### src/rtl/key_event_arbiter.sv
// -----------------------------------------------------------------------------
// key_event_arbiter
//
// Purpose:
//   Collects single-cycle key pulses from N debounced keys. Each pulse is held
//   as a pending event, one per key. Events are handed one at a time to a
//   consumer over a valid/ready handshake. Grants are round-robin, so no key
//   can starve the others.
//
//   A pulse on a key that is already pending is dropped. Each cycle in which at
//   least one drop happens increments a saturating counter.
//
// Ports:
//   clk        system clock
//   rst        synchronous reset, active-high
//   key_pulse  one-cycle key press pulses, bit i = key i
//   en         1: accept new pulses; 0: pulses are ignored (not pended, not
//              counted as drops)
//   ev_valid   an event is being offered to the consumer
//   ev_id      index of the key for the offered event
//   ev_ready   consumer accepts the event when ev_valid && ev_ready at an edge
//   busy       any event pending or on offer
//   drop_cnt   number of cycles in which at least one pulse was dropped
//              (saturating)
//   clr_drop   synchronous clear of drop_cnt; wins over an increment
// -----------------------------------------------------------------------------
module key_event_arbiter #(
  parameter int N     = 4,
  parameter int ID_W  = 2,
  parameter int CNT_W = 8
) (
  input  logic             clk,
  input  logic             rst,
  input  logic [N-1:0]     key_pulse,
  input  logic             en,
  output logic             ev_valid,
  output logic [ID_W-1:0]  ev_id,
  input  logic             ev_ready,
  output logic             busy,
  output logic [CNT_W-1:0] drop_cnt,
  input  logic             clr_drop
);

  typedef enum logic {
    IDLE  = 1'b0,
    OFFER = 1'b1
  } state_t;

  state_t          state;
  logic [N-1:0]    pending;
  logic [ID_W-1:0] rr_ptr;

  logic            grant_found;
  logic [ID_W-1:0] grant_idx;
  logic            grant_fire;
  logic [N-1:0]    grant_mask;
  logic [ID_W:0]   scan_idx;
  logic [N-1:0]    new_pulse;
  logic [N-1:0]    drop_vec;
  logic            drop_any;

  // Saturating increment for the drop counter.
  function automatic logic [CNT_W-1:0] sat_inc(input logic [CNT_W-1:0] v);
    if (&v) begin
      return v;
    end
    return v + 1'b1;
  endfunction

  // Next key index after id, wrapping N-1 -> 0. This also covers N that is
  // not a power of two.
  function automatic logic [ID_W-1:0] wrap_inc(input logic [ID_W-1:0] id);
    if (id == ID_W'(N - 1)) begin
      return '0;
    end
    return id + 1'b1;
  endfunction

  // Round-robin search. Scan upward from rr_ptr and take the first pending
  // key. scan_idx has one extra bit so that rr_ptr + k can be folded back
  // into 0..N-1 with a single subtract.
  always_comb begin
    grant_found = 1'b0;
    grant_idx   = '0;
    scan_idx    = '0;
    for (int k = 0; k < N; k++) begin
      scan_idx = {1'b0, rr_ptr} + (ID_W + 1)'(k);
      if (scan_idx >= (ID_W + 1)'(N)) begin
        scan_idx = scan_idx - (ID_W + 1)'(N);
      end
      if (!grant_found && pending[scan_idx[ID_W-1:0]]) begin
        grant_found = 1'b1;
        grant_idx   = scan_idx[ID_W-1:0];
      end
    end
  end

  assign grant_fire = (state == IDLE) && grant_found;

  always_comb begin
    grant_mask = '0;
    for (int i = 0; i < N; i++) begin
      grant_mask[i] = grant_fire && (grant_idx == ID_W'(i));
    end
  end

  assign new_pulse = en ? key_pulse : '0;

  // A key that is granted on this edge frees its slot. A pulse on the same
  // edge therefore re-pends it instead of being dropped.
  assign drop_vec = new_pulse & pending & ~grant_mask;
  assign drop_any = |drop_vec;

  assign busy = (|pending) || ev_valid;

  // Pending set and event offer FSM
  always_ff @(posedge clk) begin
    if (rst) begin
      pending  <= '0;
      state    <= IDLE;
      ev_valid <= 1'b0;
      ev_id    <= '0;
      rr_ptr   <= '0;
    end else begin
      // A set wins over a clear on the same bit.
      pending <= (pending & ~grant_mask) | new_pulse;
      case (state)
        IDLE: begin
          if (grant_found) begin
            ev_id    <= grant_idx;
            ev_valid <= 1'b1;
            state    <= OFFER;
          end
        end
        OFFER: begin
          if (ev_ready) begin
            ev_valid <= 1'b0;
            rr_ptr   <= wrap_inc(ev_id);
            state    <= IDLE;
          end
        end
        default: begin
          ev_valid <= 1'b0;
          state    <= IDLE;
        end
      endcase
    end
  end

  // Drop counter
  always_ff @(posedge clk) begin
    if (rst || clr_drop) begin
      drop_cnt <= '0;
    end else if (drop_any) begin
      drop_cnt <= sat_inc(drop_cnt);
    end
  end

endmodule
### config.mk
export PLATFORM = sky130hd
export DESIGN_NAME = key_event_arbiter
export DESIGN_NICKNAME = d
export VERILOG_FILES = /design/src/rtl/key_event_arbiter.sv
export SDC_FILE = /design/constraint.sdc
export NUM_CORES = 1
export LEC_CHECK = 0
export CORE_ASPECT_RATIO = 1.25
export CORE_MARGIN = 10
export CORE_UTILIZATION = 48
export DETAILED_ROUTE_END_ITERATION = 8
export MAX_ROUTING_LAYER = met4
export PLACE_DENSITY_LB_ADDON = 0.25
export SLEW_MARGIN = 40
export SYNTH_ARGS = -nofsm -noshare
export SYNTH_HDL_FRONTEND = slang
export SYNTH_SLANG_ARGS = --single-unit
### constraint.sdc
create_clock -name clk -period 5.6 [get_ports clk]
set_input_delay 1.12 -clock clk [delete_from_list [all_inputs] [get_ports clk]]
set_output_delay 1.12 -clock clk [all_outputs]
set_load 0.02 [all_outputs]
run_1/pdn.png
Pins as bars on the die edge. Tap cells in gray.
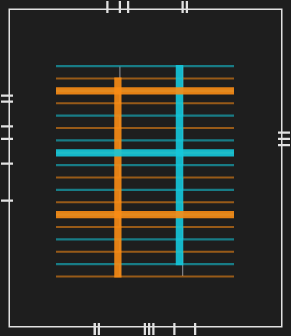
net	color
VDD	cyan
VSS	orange
signal pins	21
tap cells	19
met5 straps	3
rows	17
met1 rails	18

run_1/cell_classes.png
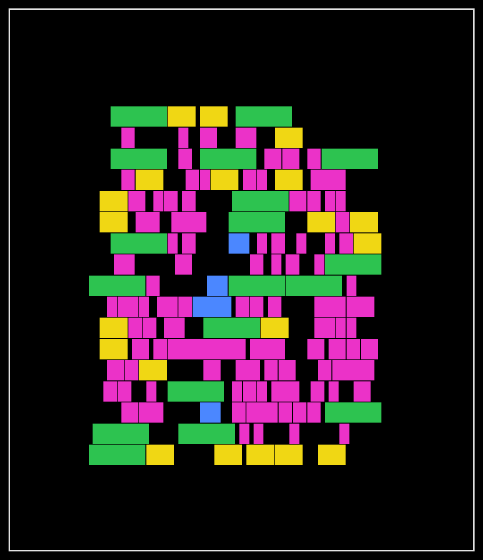
class	color	cells
clock drivers and dummy loads	blue	4
other buffers and delay cells	yellow	20
all other logic	magenta	93
flops	green	18

==> impl_metrics.json, run 1 <==
{
  "status": "complete, no violations",
  "clock_path_buffers": 2,
  "common_cells": "dfxtp_1 (18), a21oi_1 (17), nand2_1 (13)",
  "cts-root-buf": "clkbuf_4",
  "hp-start": "ev_valid",
  "routedWlPerCell_um": 14.8,
  "tritoncts": "built",
  "vias": 919,
  "hold_end": "ev_valid",
  "area.growth.synth_to_final_pct": 25.3,
  "synth_cell_types": 32,
  "dp.cells": 150,
  "maxCapViolations": 0,
  "edf_count": 0,
  "p_seq_w": 0.000144,
  "core_um2": 1810,
  "slew-limit-headroom_pct": 61.4,
  "reg2reg_depth": 7,
  "cts.sinks": 18,
  "die_h_um": 69.5,
  "placed_area_um2": 1140,
  "layout_top_cell": "clkdlybuf4s50_1",
  "wl_met2_mm": 1.22,
  "drc": 0,
  "dr.pass1.iters": 4,
  "grt_pass1_vias": 932,
  "yosys-stat-cells": 115,
  "fa_ha_area_share_pct": 2.66,
  "die-width_um": 59.6,
  "tightestPinTransition_ns": 0.573,
  "grt_pass1_wl_mm": 3.98,
  "slowest_delay_ns": 0.57,
  "slew_viol_final": 0,
  "synth-main-ff-cell": "dfxtp_1",
  "yosys-stat-area_um2": 940,
  "r2r-start": "rr_ptr[1]",
  "yosys.area_share.simple_pct": 28.1,
  "met3_usage_pct": 3.29
}
run_1/clock_map.png
Scale bar: 20 um.
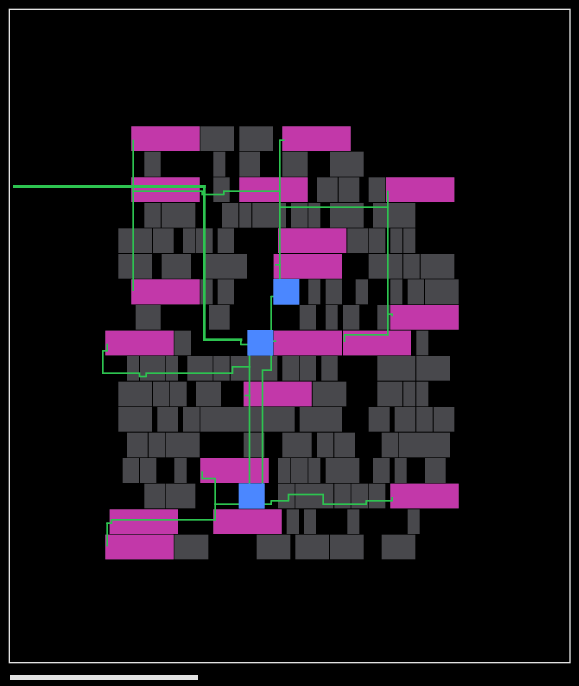
[flip-flops] magenta | count: 18
[clock wires] green | length: 232 um
[cells driving clock nets] blue | count: 3
routed clock nets	4

## run 1: registers in the layout, indices dropped and copies added, names as in the netlist
register / flops
drop_cnt: 8
pending: 4
ev_id: 2
rr_ptr: 2
ev_valid: 1
state: 1
## run 1: how the worst max path moves through the flow
stage               start  slack (ns)          end  depth (start not counted)
2_1_floorplan          en        3.05  drop_cnt[2]                          8
3_3_place_gp           en        2.61  drop_cnt[7]                          7
3_5_place_dp           en        2.53  drop_cnt[7]                          7
4_1_cts        pending[0]        2.56         busy                          3
5_1_grt        pending[0]        2.40         busy                          3
6_report       pending[0]        2.59         busy                          3
## run 1: final cells by class
class	count	area [um^2]
clock buffer	4	36.3
multi-input combinational	91	549
inverter	2	7.51
timing repair buffer	20	200
sequential	18	360
fill	174	631
tap	19	23.8
==> run 2, diff against run 1 <==
--- a/config.mk
+++ b/config.mk
@@ -7,7 +7,7 @@
 export LEC_CHECK = 0
 export CORE_ASPECT_RATIO = 1.25
 export CORE_MARGIN = 10
-export CORE_UTILIZATION = 48
+export CORE_UTILIZATION = 44
 export DETAILED_ROUTE_END_ITERATION = 8
 export MAX_ROUTING_LAYER = met4
 export PLACE_DENSITY_LB_ADDON = 0.25
==> constraint.sdc (replaced) <==
create_clock -name clk -period 2.6 [get_ports clk]
set_input_delay 0.52 -clock clk [delete_from_list [all_inputs] [get_ports clk]]
set_output_delay 0.52 -clock clk [all_outputs]
set_load 0.02 [all_outputs]
run_2/clock_map.png
Scale bar: 20 um.
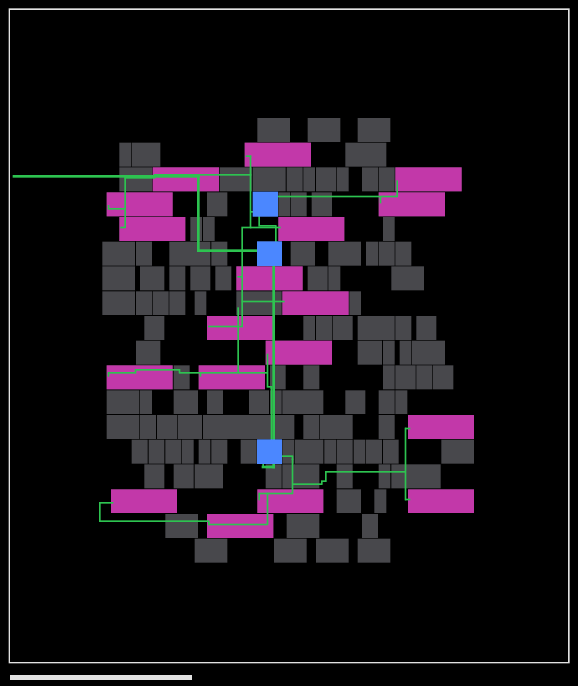
[flip-flops] magenta | count: 18
[clock wires] green | length: 236 um
[cells driving clock nets] blue | count: 3
routed clock nets	4

run_2/cell_classes.png
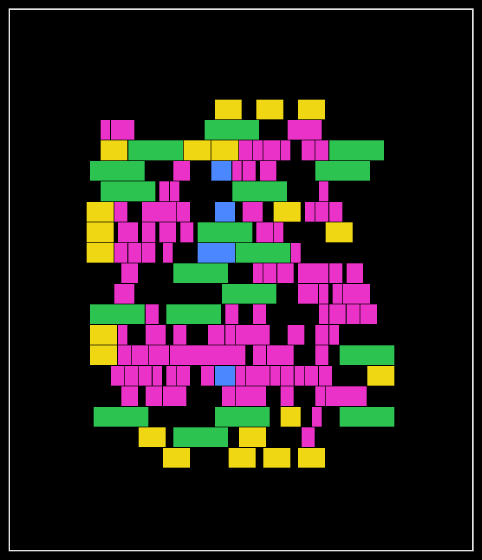
class	color	cells
clock drivers and dummy loads	blue	4
other buffers and delay cells	yellow	21
flops	green	18
all other logic	magenta	93

==> impl_metrics.json, run 2 <==
{
  "reg_top3": "drop_cnt (8), pending (4)",
  "vias": 926,
  "yosys-stat-area_um2": 940,
  "dp.cells": 152,
  "core_um2": 2000,
  "final-clk-cell-share_pct": 3.06,
  "grt_pass1_vias": 933,
  "largest_reg_flops": 8,
  "cts-root-buf": "clkbuf_4",
  "area.share.sequential_pct": 30.4,
  "bufAreaShareNonClock_pct": 17.5,
  "n_tap_cell": 20,
  "area.growth.synth_to_final_pct": 26.2,
  "crit_start": "pending[0]",
  "status": "complete, no violations",
  "nFillCells": 182,
  "comb_area_um2": 549,
  "tritoncts": "built",
  "nMultiInputCombCells": 91,
  "maxCapViolations": 0
}
run_2/pdn.png
Pins as bars on the die edge. Tap cells in gray.
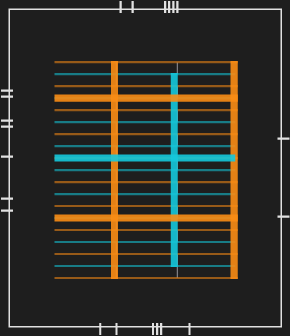
net	color
VSS	orange
VDD	cyan
tap cells	20
signal pins	21
rows	18
met5 straps	3

run 2: routing by layer:
metal	vias up	global-route usage, %
li1	467	-
met1	432	13.1
met2	21	19.4
met3	6	2.82
met4	0	4.48
met5	-	-
run 2: cells by family (layout without fill, tap and decap cells):
kind of cell               after synthesis  in the layout  share of synthesized area [%]
and+or+nand+nor                         52             52                           28.1
AOI/OAI and AO/OA                       35             35                           25.7
DFF                                     18             18                           38.3
buffers and inverters                    6             27                           3.20
adders and majority gates                2              2                           2.66
xor gates and xnor gates                 1              1                          0.932
muxes                                    1              1                           1.07
run 2: worst max-delay path: stages (launching register included):
cell	delay, ns
dfxtp_1	0.38
nor4_1	0.52
nand2b_1	0.12
clkdlybuf4s50_1	0.57
==> run 3, diff against run 2 <==
--- a/config.mk
+++ b/config.mk
@@ -7,7 +7,8 @@
 export LEC_CHECK = 0
 export CORE_ASPECT_RATIO = 1.25
 export CORE_MARGIN = 10
-export CORE_UTILIZATION = 44
+export CORE_UTILIZATION = 48
+export CTS_BUF_LIST = sky130_fd_sc_hd__clkbuf_8
 export DETAILED_ROUTE_END_ITERATION = 8
 export MAX_ROUTING_LAYER = met4
 export PLACE_DENSITY_LB_ADDON = 0.25
==> constraint.sdc (replaced) <==
create_clock -name clk -period 2.31 [get_ports clk]
set_input_delay 0.462 -clock clk [delete_from_list [all_inputs] [get_ports clk]]
set_output_delay 0.462 -clock clk [all_outputs]
set_load 0.02 [all_outputs]
run_3/metal_stack.png
Scale bar: 20 um.
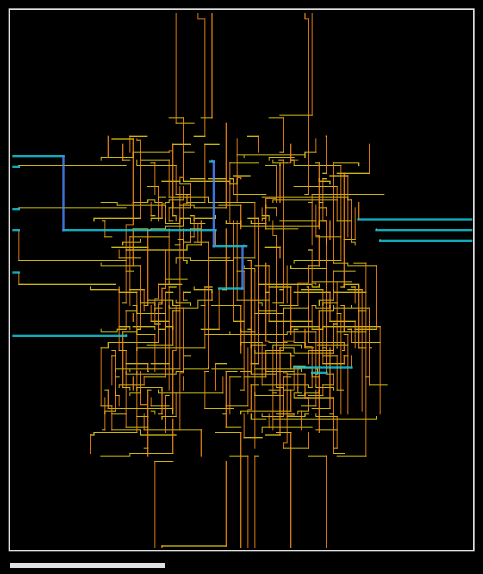
layer	color	wire length
met1	yellow	950 um
met2	orange	1300 um
met3	cyan	98.0 um
met4	blue	25.8 um

run_3/final_congestion.png
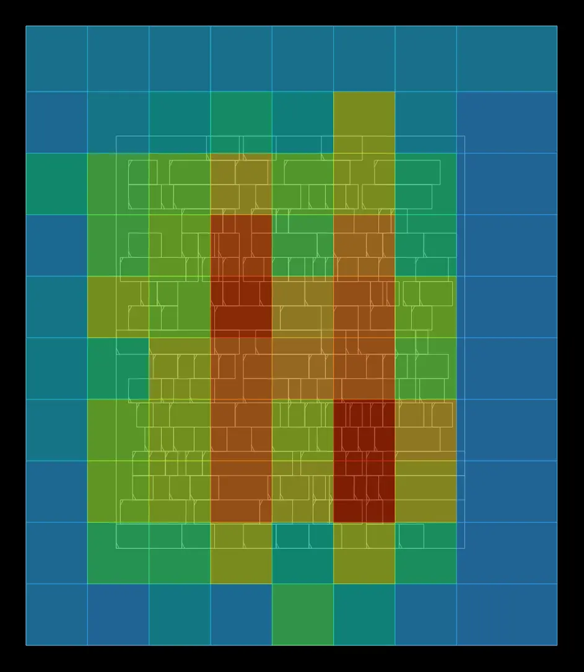
wire length per cell: 14.6 um
met1 Resource Use GR: 12.1%
fin util: 71.8%
GRT Overall Usage: 11.7%

==> impl_metrics.json, run 3 <==
{
  "crit_cells": 8,
  "final-clk-cell-share_pct": 4.24,
  "yosys-stat-area_um2": 940,
  "cts.sinks": 18,
  "die-width_um": 59.6,
  "area.share.sequential_pct": 27.9,
  "crit_start": "rr_ptr[1]",
  "xor_area_share_pct": 0.932,
  "grt_pass1_vias": 918,
  "vias": 966,
  "fa_ha_area_share_pct": 2.66,
  "inv_count": 2,
  "cts-root-buf": "clkbuf_8",
  "seq_cell_count": 18,
  "tightestPinTransition_ns": 0.410,
  "p_seq_w": 0.000348,
  "layout_top_cell": "clkdlybuf4s50_1",
  "n_tap_cell": 19,
  "area.growth.synth_to_final_pct": 38.2,
  "status": "complete, no violations",
  "cp_cell_sequence": "mux2i_1, nor2_1, or4_4, o2111a_2, o32ai_4, buf_12, xor2_1, nor2_1",
  "tritoncts": "built",
  "drc": 0,
  "synth.logic.top_family": "simple AND/OR/NAND/NOR gates",
  "largest_reg_flops": 8,
  "slew-limit-headroom_pct": 72.5,
  "comb-cell-share_pct": 43.6,
  "endpoint": "drop_cnt[0]",
  "regMostFlops": "drop_cnt",
  "cp_common_cell": "nor2_1",
  "clock_path_buffers": 2,
  "dr.pass1.iters": 4,
  "flop_area_um2": 363,
  "nFillCells": 141,
  "clkbuf_count": 4,
  "hold_end": "ev_valid",
  "synth-main-ff-cell": "dfxtp_1",
  "yosys.area_share.simple_pct": 28.1,
  "slowest_delay_ns": 0.55,
  "critical-path-slowest-cell": "or4_4",
  "edf_count": 0
}
run_3/pdn.png
Pins as bars on the die edge. Tap cells in gray.
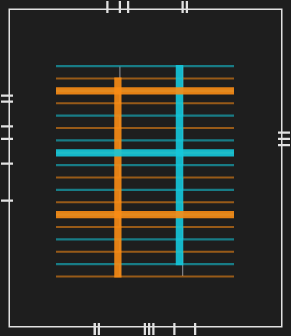
net	color
VSS	orange
VDD	cyan
signal pins	21
met4 straps	2

[run 3: cell counts after synthesis]
No cell type changed its count.
[run 3: metrics by stage]
step	area (um^2)	total power, W	setup TNS, ns	setup WS (ns)	cells
after CTS	1280	0.000787	0	0.000679	163
after global placement	1220	0.000529	-0.00151	-0.00151	159
after floorplan	940	0.000453	0	0.137	115
final	1300	0.000790	0	0.0778	163
after detailed placement	1220	0.000533	-0.113	-0.0596	159
after global routing	1300	0.000826	-0.0776	-0.0432	163
[run 3: logic make-up after synthesis]
kind of cell,count (synthesis)
xor+xnor,1
compound gates,35
simple gates,52
buf+inv,6
flops,18
mux,1
fa+ha+maj,2
[run 3: layer usage]
metal,vias up,wire [um],global-route usage (%)
met5,-,0,-
met2,16,1300,20.0
li1,477,-,-
met4,0,25,4.23
met1,467,949,12.1
met3,6,97,3.29
Power is estimated from default activity; no workload was simulated.
